[config.mk]
export PLATFORM = sky130hd
export DESIGN_NAME = e1_rx_liu
export DESIGN_NICKNAME = d
export VERILOG_FILES = /design/src/rtl/e1_rx_liu.sv
export SDC_FILE = /design/constraint.sdc
export NUM_CORES = 1
export LEC_CHECK = 0
export ABC_AREA = 1
export CAP_MARGIN = 30
export CELL_PAD_IN_SITES_DETAIL_PLACEMENT = 0
export CELL_PAD_IN_SITES_GLOBAL_PLACEMENT = 1
export CORE_MARGIN = 3
export CORE_UTILIZATION = 25
export DETAILED_ROUTE_END_ITERATION = 8
export GPL_TIMING_DRIVEN = 0
export PLACE_DENSITY = 0.6
export SYNTH_ARGS = -nofsm -noshare
export SYNTH_HDL_FRONTEND = slang
export SYNTH_SLANG_ARGS = --single-unit
[constraint.sdc]
create_clock -name clk -period 1.3 [get_ports clk]
set_input_delay 0.26 -clock clk [delete_from_list [all_inputs] [get_ports clk]]
set_output_delay 0.26 -clock clk [all_outputs]
set_load 0.005 [all_outputs]
[src/rtl/e1_rx_liu.sv]
`default_nettype none
// ============================================================================
// Module   : e1_rx_liu
// Purpose  : Receive-side interface to the external E1 line interface unit.
//            Registers the LIU recovered clock and data pads in the fabric
//            clock domain, synchronises them, de-glitches the recovered
//            clock and emits one strobe per accepted active clock edge
//            carrying the bit sampled at that edge. A loss-of-signal monitor
//            tracks the presence of the LIU clock and reports transitions.
// Ports    : clk            fabric clock (~15 clk per E1 bit)
//            rst_n          asynchronous active-low reset
//            pad_rx_data    LIU receive data pad
//            pad_rx_clk     LIU recovered clock pad
//            out_data       received bit, valid when out_valid=1
//            out_valid      one-cycle strobe per accepted bit
//            status_los     1 = loss of signal (no LIU clock)
//            status_los_chg one-cycle pulse on any status_los transition
// Revision : 1.0  initial release
// ============================================================================
module e1_rx_liu #(
   parameter int RX_EDGE     = 0,   // 0 = falling edge active, 1 = rising
   parameter int FILT_LEN    = 2,   // cycles a new level must persist (1..7)
   parameter int LOS_TIMEOUT = 63,  // idle cycles before LOS (1..63)
   parameter int LOS_RECOVER = 4    // in-time edges needed to leave LOS (1..15)
) (
   input  logic clk,
   input  logic rst_n,
   input  logic pad_rx_data,
   input  logic pad_rx_clk,
   output logic out_data,
   output logic out_valid,
   output logic status_los,
   output logic status_los_chg
);

   localparam logic [2:0] c_FILT_LAST = 3'(FILT_LEN - 1);
   localparam logic [5:0] c_TMO_MAX   = 6'(LOS_TIMEOUT);
   localparam logic [5:0] c_TMO_LAST  = 6'(LOS_TIMEOUT - 1);
   localparam logic [3:0] c_REC_LAST  = 4'(LOS_RECOVER - 1);

   typedef enum logic [0:0] {
      ST_LOCKED = 1'b0,
      ST_LOS    = 1'b1
   } los_state_t;

   // input path
   logic       r_iob_clk;
   logic       r_iob_data;
   logic       r_meta_clk;
   logic       r_meta_data;
   logic       r_s_clk;
   logic       r_s_data;

   // glitch filter
   logic       r_f_clk;
   logic [2:0] r_fcnt;
   logic       w_diff;
   logic       w_accept;
   logic       w_edge_lvl;
   logic       w_event;

   // event / capture
   logic       r_event;
   logic       r_cap;

   // loss-of-signal monitor
   logic [5:0] r_timer;
   logic       w_tmo_reach;
   los_state_t r_state;
   logic [3:0] r_rcnt;

   // registered outputs
   logic       r_out_data;
   logic       r_out_valid;
   logic       r_los;
   logic       r_los_chg;

   // ------------------------------------------------------------------------
   // Pad registers, intended to be packed into the input IOB flops. They
   // carry no reset so the tools can place them in the I/O cells.
   // ------------------------------------------------------------------------
   always_ff @(posedge clk) begin
      r_iob_clk  <= pad_rx_clk;
      r_iob_data <= pad_rx_data;
   end

   // Two-stage synchroniser behind the IOB registers.
   always_ff @(posedge clk or negedge rst_n) begin
      if (!rst_n) begin
         r_meta_clk  <= 1'b0;
         r_meta_data <= 1'b0;
         r_s_clk     <= 1'b0;
         r_s_data    <= 1'b0;
      end else begin
         r_meta_clk  <= r_iob_clk;
         r_meta_data <= r_iob_data;
         r_s_clk     <= r_meta_clk;
         r_s_data    <= r_meta_data;
      end
   end

   // ------------------------------------------------------------------------
   // Glitch filter: the synced clock must differ from the filtered level for
   // FILT_LEN consecutive cycles before the filtered level follows it. Any
   // return to the filtered level restarts the count, so pulses shorter than
   // FILT_LEN never reach r_f_clk.
   // ------------------------------------------------------------------------
   assign w_diff   = (r_s_clk != r_f_clk);
   assign w_accept = w_diff && (r_fcnt == c_FILT_LAST);

   always_ff @(posedge clk or negedge rst_n) begin
      if (!rst_n) begin
         r_f_clk <= 1'b0;
         r_fcnt  <= 3'd0;
      end else if (w_accept) begin
         r_f_clk <= r_s_clk;
         r_fcnt  <= 3'd0;
      end else if (w_diff) begin
         r_fcnt  <= r_fcnt + 3'd1;
      end else begin
         r_fcnt  <= 3'd0;
      end
   end

   // Level the filtered clock must move to for an active edge.
   generate
      if (RX_EDGE != 0) begin : g_edge_rise
         assign w_edge_lvl = 1'b1;
      end else begin : g_edge_fall
         assign w_edge_lvl = 1'b0;
      end
   endgenerate

   assign w_event = w_accept && (r_s_clk == w_edge_lvl);

   // The data bit is taken in the same cycle the filtered clock moves, which
   // lands 3+FILT_LEN clk after the pad edge, well inside the bit cell.
   always_ff @(posedge clk or negedge rst_n) begin
      if (!rst_n) begin
         r_event <= 1'b0;
         r_cap   <= 1'b0;
      end else begin
         r_event <= w_event;
         if (w_event) begin
            r_cap <= r_s_data;
         end
      end
   end

   // ------------------------------------------------------------------------
   // Idle timer: cleared by every event, otherwise counts up and saturates.
   // w_tmo_reach marks the cycle in which it is about to hit LOS_TIMEOUT;
   // a simultaneous event takes priority and suppresses the timeout.
   // ------------------------------------------------------------------------
   always_ff @(posedge clk or negedge rst_n) begin
      if (!rst_n) begin
         r_timer <= 6'd0;
      end else if (r_event) begin
         r_timer <= 6'd0;
      end else if (r_timer != c_TMO_MAX) begin
         r_timer <= r_timer + 6'd1;
      end
   end

   assign w_tmo_reach = !r_event && (r_timer == c_TMO_LAST);

   // ------------------------------------------------------------------------
   // LOS state machine with registered outputs. Bits are only delivered
   // while locked; the event that completes recovery is still suppressed
   // because the state is sampled before it changes.
   // ------------------------------------------------------------------------
   always_ff @(posedge clk or negedge rst_n) begin
      if (!rst_n) begin
         r_state     <= ST_LOS;
         r_rcnt      <= 4'd0;
         r_los       <= 1'b1;
         r_los_chg   <= 1'b0;
         r_out_data  <= 1'b0;
         r_out_valid <= 1'b0;
      end else begin
         r_los_chg   <= 1'b0;
         r_out_valid <= 1'b0;

         if (r_event && (r_state == ST_LOCKED)) begin
            r_out_valid <= 1'b1;
            r_out_data  <= r_cap;
         end

         case (r_state)
            ST_LOCKED: begin
               if (w_tmo_reach) begin
                  r_state   <= ST_LOS;
                  r_los     <= 1'b1;
                  r_los_chg <= 1'b1;
                  r_rcnt    <= 4'd0;
               end
            end
            ST_LOS: begin
               if (r_event) begin
                  if (r_rcnt == c_REC_LAST) begin
                     r_state   <= ST_LOCKED;
                     r_los     <= 1'b0;
                     r_los_chg <= 1'b1;
                     r_rcnt    <= 4'd0;
                  end else begin
                     r_rcnt <= r_rcnt + 4'd1;
                  end
               end else if (w_tmo_reach) begin
                  // edges were too far apart: restart the recovery count
                  r_rcnt <= 4'd0;
               end
            end
            default: begin
               r_state <= ST_LOS;
               r_los   <= 1'b1;
               r_rcnt  <= 4'd0;
            end
         endcase
      end
   end

   assign out_data       = r_out_data;
   assign out_valid      = r_out_valid;
   assign status_los     = r_los;
   assign status_los_chg = r_los_chg;

endmodule
`default_nettype wire

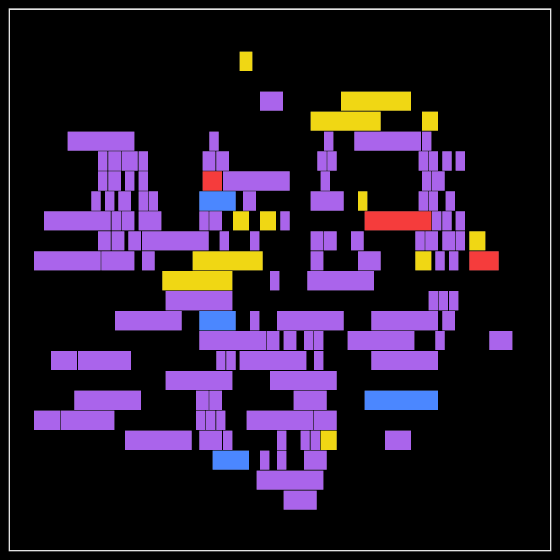
Figure 1: run 1, cell sizes after repair.
red -> drive 3 to 4  # cells 3
purple -> drive 1 or less  # cells 117
blue -> drive 6 and up  # cells 4
yellow -> drive 2  # cells 12

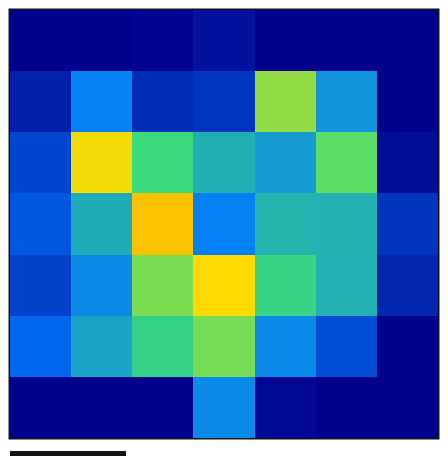
Figure 2: run 1, cell density map.
Bar = 20 um. 7 x 7 tiles, from dark blue (low) to red (high), 0 to 100% covered.
densest ninth of the die = centre
emptiest ninth of the die = south-east
nearly empty tiles = 29%
Initial Util: 0.272
core area: 4200 um^2
post-layout util: 0.325

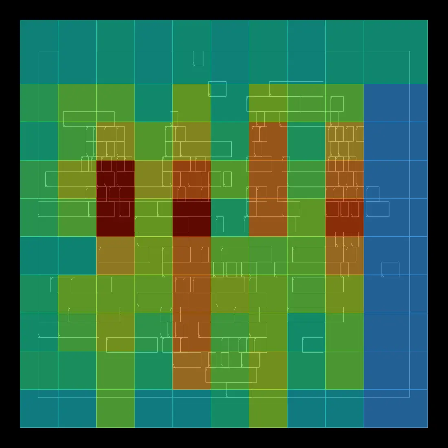
Figure 3: run 1, track usage over the die.
busiest layer in global routing: met2
DR WL/cell: 11.0 um

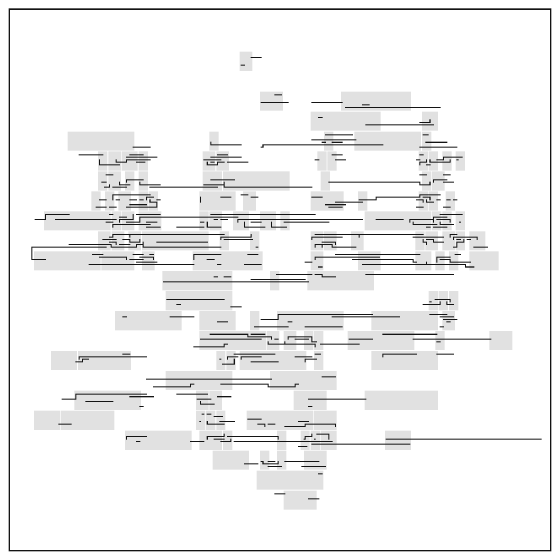
Figure 4: run 1, the metal 1 layer.
Cells faint in the background.
share of all routed wire = 48%
wire length on this layer = 980 um
main direction = horizontal
Via Count: 826
final WL: 2040 um
met1 GRT Util: 0.102

## run 1: area by class of cell
cell class | instances | share of cell area
clock buffer | 3 | 0.0302
clock inverter | 1 | 0.00549
inverter | 18 | 0.0495
multi-input combinational | 79 | 0.313
sequential | 27 | 0.491
tap | 50 | 0.0458
timing repair buffer | 8 | 0.0650
## run 1: stage by stage
stage / instances / utilization
2_1_floorplan: 124 / -
3_3_place_gp: 181 / 0.304
3_5_place_dp: 182 / 0.310
4_1_cts: 186 / 0.321
5_1_grt: 186 / 0.325
6_report: 186 / 0.325
## run 1: power groups by stage
stage	Sequential, mW	Clock [mW]	Combinational [mW]
final	1.28	0.493	0.721
after global routing	1.31	0.537	0.861
after CTS	1.26	0.507	0.709
after detailed placement	1.28	0	0.722
after global placement	1.26	0	0.678
after floorplan	1.22	0	0.520
## run 1: metal layers
metal | vias up | GRT usage | wire length [um]
li1 | 407 | - | -
met4 | 0 | 0.0543 | 57
met2 | 16 | 0.132 | 950
met3 | 5 | 0.0164 | 56
met1 | 398 | 0.102 | 979
met5 | - | 0 | 0
## run 1: timing repair
action,4_1_cts,5_1_grt
resized,5,9
pin swaps,0,1
setup endpoints to repair,4,8
hold buffers,0,0
## run 1: layout by cell type (no fill, tap or decap), types with 2 or more instances in the layout
master,synthesis,layout
nand2_1,29,28
dfrtp_1,23,21
inv_1,18,17
nand3_1,12,12
nor2_1,12,10
o21ai_0,9,9
ha_1,5,4
nand2_2,2,3
nor2_2,1,3
xnor2_1,3,3
clkbuf_8,0,3
clkdlybuf4s50_1,0,3
dlygate4sd2_1,0,3
dfxtp_1,2,2
dfstp_2,2,2
dfrtp_2,0,2
==> reports/metrics.cfg, run 1 <==
[synth]
synth_chip_area_um2=1140
most_common_cell=nand2_1
edf_count=0
synth-main-ff-cell=dfrtp_1
top_cell_area_share=0.503
logic_family=simple AND/OR/NAND/NOR gates
ys_ff=27
syn_nets=133
synthDistinctLibCells=18

[layout]
antenna_cells=0
reg.largest.list=r_timer (6), r_rcnt (4), r_fcnt (3)
largest_register_ff_count=6
register_area_um2=671
area_delta_synth_final_pct=19.5
final.fill_count=430
logic_area_um2=428
drive_gt1_frac=0.140

[timing]
setup_ws_ns=0.0885
timing.fmax_mhz=825
period_used_share=0.932
finalHoldViolations=0
setup_viol=0

[critical_path]
cp-start-kind=flop
worstPathRequired_ns=1.45
slowest_delay_ns=0.46
cp_top_family=flip-flops
crit_cells=7
crit_start=r_timer[0]$_DFFE_PN0P_
cp-end-kind=flop
reg2reg_to=r_rcnt[0]$_DFF_PN0_
cp_max_fo=4
slowest_stage=dfrtp_2

[placement]
place_hpwl_um=1490

[clocking]
cts_tree=built
clkTransAtPathRegs_ns=0.09
htreeDepth=1
cts_sinks=27
cts_buffers=3
postCtsSetupBuffers=0

[job]
drv_cap=0

[power_and_ir_drop]
design_power_total_mw=2.49
power_density_nw_per_um2=1820
p_int_mw=1.60
sw_frac_of_total=0.357

[grt]
grt-ovfl-total=0
grt_pass1_vias=780
grt_pass1_wl_um=3430
antenna_found_initial=0

[die]
pin_count=8

[status]
status=completed

==> inputs of run 2 (changes only) <==
--- a/config.mk
+++ b/config.mk
@@ -9,7 +9,7 @@
 export CAP_MARGIN = 30
 export CELL_PAD_IN_SITES_DETAIL_PLACEMENT = 0
 export CELL_PAD_IN_SITES_GLOBAL_PLACEMENT = 1
-export CORE_MARGIN = 3
+export CORE_MARGIN = 8
 export CORE_UTILIZATION = 25
 export DETAILED_ROUTE_END_ITERATION = 8
 export GPL_TIMING_DRIVEN = 0
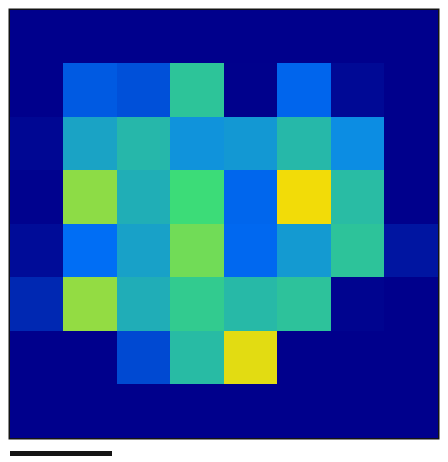
Figure 5: run 2, cell density map.
Bar = 20 um. 8 x 8 tiles, from dark blue (low) to red (high), 0 to 100% covered.
fullest tile = 73%
densest ninth of the die = centre
mean over tiles = 19%
core area: 4380 um^2
Initial Util: 0.261
post-layout util: 0.312

==> run 2 against run 1 <==
Against the previous run: flip-flop count did not move; clock skew rose by 0.0016 ns; final area did not move; worst hold slack got worse by 0.00058 ns; global-route usage fell by 2.1 points; cell count rose by 2.2%; routed wire length rose by 0.44%; setup slack improved by 0.010 ns; area after synthesis did not move; register-to-register slack barely moved; highest routed layer unchanged.
==> reports/metrics.cfg, run 2 <==
[status]
status=completed

[power_and_ir_drop]
top_power_group=sequential cells
power_density_nw_per_um2=1810  ; -1.0%
sw_frac_of_total=0.347  ; -0.0103
seq_power_share=0.503
design_power_total_mw=2.47  ; -1.0%
p_clk_uw=478  ; -3%
p_comb_uw=749  ; +3.9%
p_int_mw=1.61  ; +0.56%
seq_power_mw=1.24  ; -3%
p_switching_uw=856

[layout]
layout.cells.non_filler=190  ; +2.2%
register_area_um2=668  ; -0.37%
layout_top_cell=nand2_1
logic_area_um2=415  ; -2.9%
area_delta_synth_final_pct=19.5  ; unchanged
final.fill_count=458  ; +6.5%
drive_gt1_frac=0.123  ; -0.0165
largest_register_ff_count=6  ; unchanged
reg.largest.list=r_timer (6), r_rcnt (4), r_fcnt (3)
layout_top_cells=nand2_1 (28), dfrtp_1 (23), inv_1 (18)
antenna_cells=0  ; unchanged

[critical_path]
crit_type=flop to flop
cp-end-kind=flop
r2r_setup_slack_ns=0.1
worstPathRequired_ns=1.46  ; about the same
cp_max_fo=4  ; unchanged
worstPathArrival_ns=1.36
cp-start-kind=flop

[clocking]
cts_tree=built
cts_sinks=27  ; unchanged
htreeDepth=1  ; unchanged
clkTransAtPathRegs_ns=0.09  ; about the same
cts_buffers=3  ; unchanged

[detailed_routing]
routed_wl_um=2050  ; +0.44%
num_vias=811  ; -1.8%
wl_per_cell_um=10.8  ; -1.7%

[grt]
grt_pass1_wl_um=3650  ; +6.4%
antenna_found_initial=0  ; unchanged
grt_pass1_vias=843  ; +8.1%
grt_max_degree=20
grt-ovfl-total=0  ; unchanged

[timing]
finalHoldViolations=0  ; unchanged
setup_viol=0  ; unchanged
tns_ns=0
setup_ws_ns=0.0986  ; +0.0101 ns
timing.fmax_mhz=832  ; +0.84%
period_used_share=0.924  ; -0.00778
rsz0062_at_grt=no

[job]
drv_cap=0  ; unchanged
openroad.warnings=28

[synth]
edf_count=0  ; unchanged
top_cell_area_share=0.503  ; unchanged
syn_inst=124
largest_area_cell=dfrtp_1
synthDistinctLibCells=18  ; unchanged
most_common_cell=nand2_1
synth-main-ff-cell=dfrtp_1
ys_ff=27  ; unchanged
yosys.area_share.aoi=0.0481
syn_nets=133  ; unchanged
logic_family=simple AND/OR/NAND/NOR gates
ys_sh_simple=0.223
syn_avg_cell_area_um2=9.22
synth_chip_area_um2=1140  ; unchanged
yosys.area_share.xor_xnor=0.0306
yosys_cells=124

[placement]
dpl.cell_count=184  ; +1.1%
place_hpwl_um=1510  ; +0.82%

[die]
pin_count=8  ; unchanged

run 2: cell counts after synthesis:
No cell type changed its count.
run 2: layout make-up:
class                      count  area share
timing repair buffer          10      0.0760
inverter                      18      0.0495
tap                           52      0.0476
clock buffer                   3      0.0302
sequential                    27       0.489
clock inverter                 1     0.00366
multi-input combinational     79       0.304
run 2: timing repair:
action                     4_1_cts  5_1_grt
setup buffers                    0        2
hold buffers                     0        0
pin swaps                        0        0
gates resized                    5        4
setup endpoints to repair        4        7
run 2: routing by layer:
layer,GRT usage,up-vias,part of all wire
li1,-,413,-
met1,0.0715,383,0.48
met2,0.101,10,0.47
met3,0.0186,5,0.034
met4,0.0314,0,0.016
met5,0,-,0
run 2: worst max-delay path, cell delays in order, from the launching register on:
cell and delay (ns):
dfrtp_1 0.41, inv_1 0.10, ha_1 0.16, inv_1 0.05, nor2_2 0.11, nand2_2 0.10
nand3_1 0.07, o21ai_0 0.08
run 2: worst paths after layout:
kind / startpoint / endpoint / cells after the start
max: r_timer[0]$_DFFE_PN0P_ / r_rcnt[0]$_DFF_PN0_ / 7
min: rst_n / r_fcnt[0]$_DFF_PN0_ / 1
max reg2reg: r_timer[0]$_DFFE_PN0P_ / r_rcnt[0]$_DFF_PN0_ / 7
min reg2reg: r_iob_data$_DFF_P_ / r_meta_data$_DFF_PN0_ / 0
max in group asynchronous: rst_n / r_state$_DFF_PN1_ / 2
min in group clk: r_iob_data$_DFF_P_ / r_meta_data$_DFF_PN0_ / 0
run 2: kinds of logic after synthesis:
| logic type | count (synthesis) |
|---|---|
| XOR/XNOR | 4 |
| flip-flops | 27 |
| buffers and inverters | 18 |
| adder cells (fa/ha/maj) | 5 |
| AND/OR/NAND/NOR | 59 |
| AND-OR/OR-AND | 11 |
Power figures rest on the tool's default switching activity, not on a simulated workload.
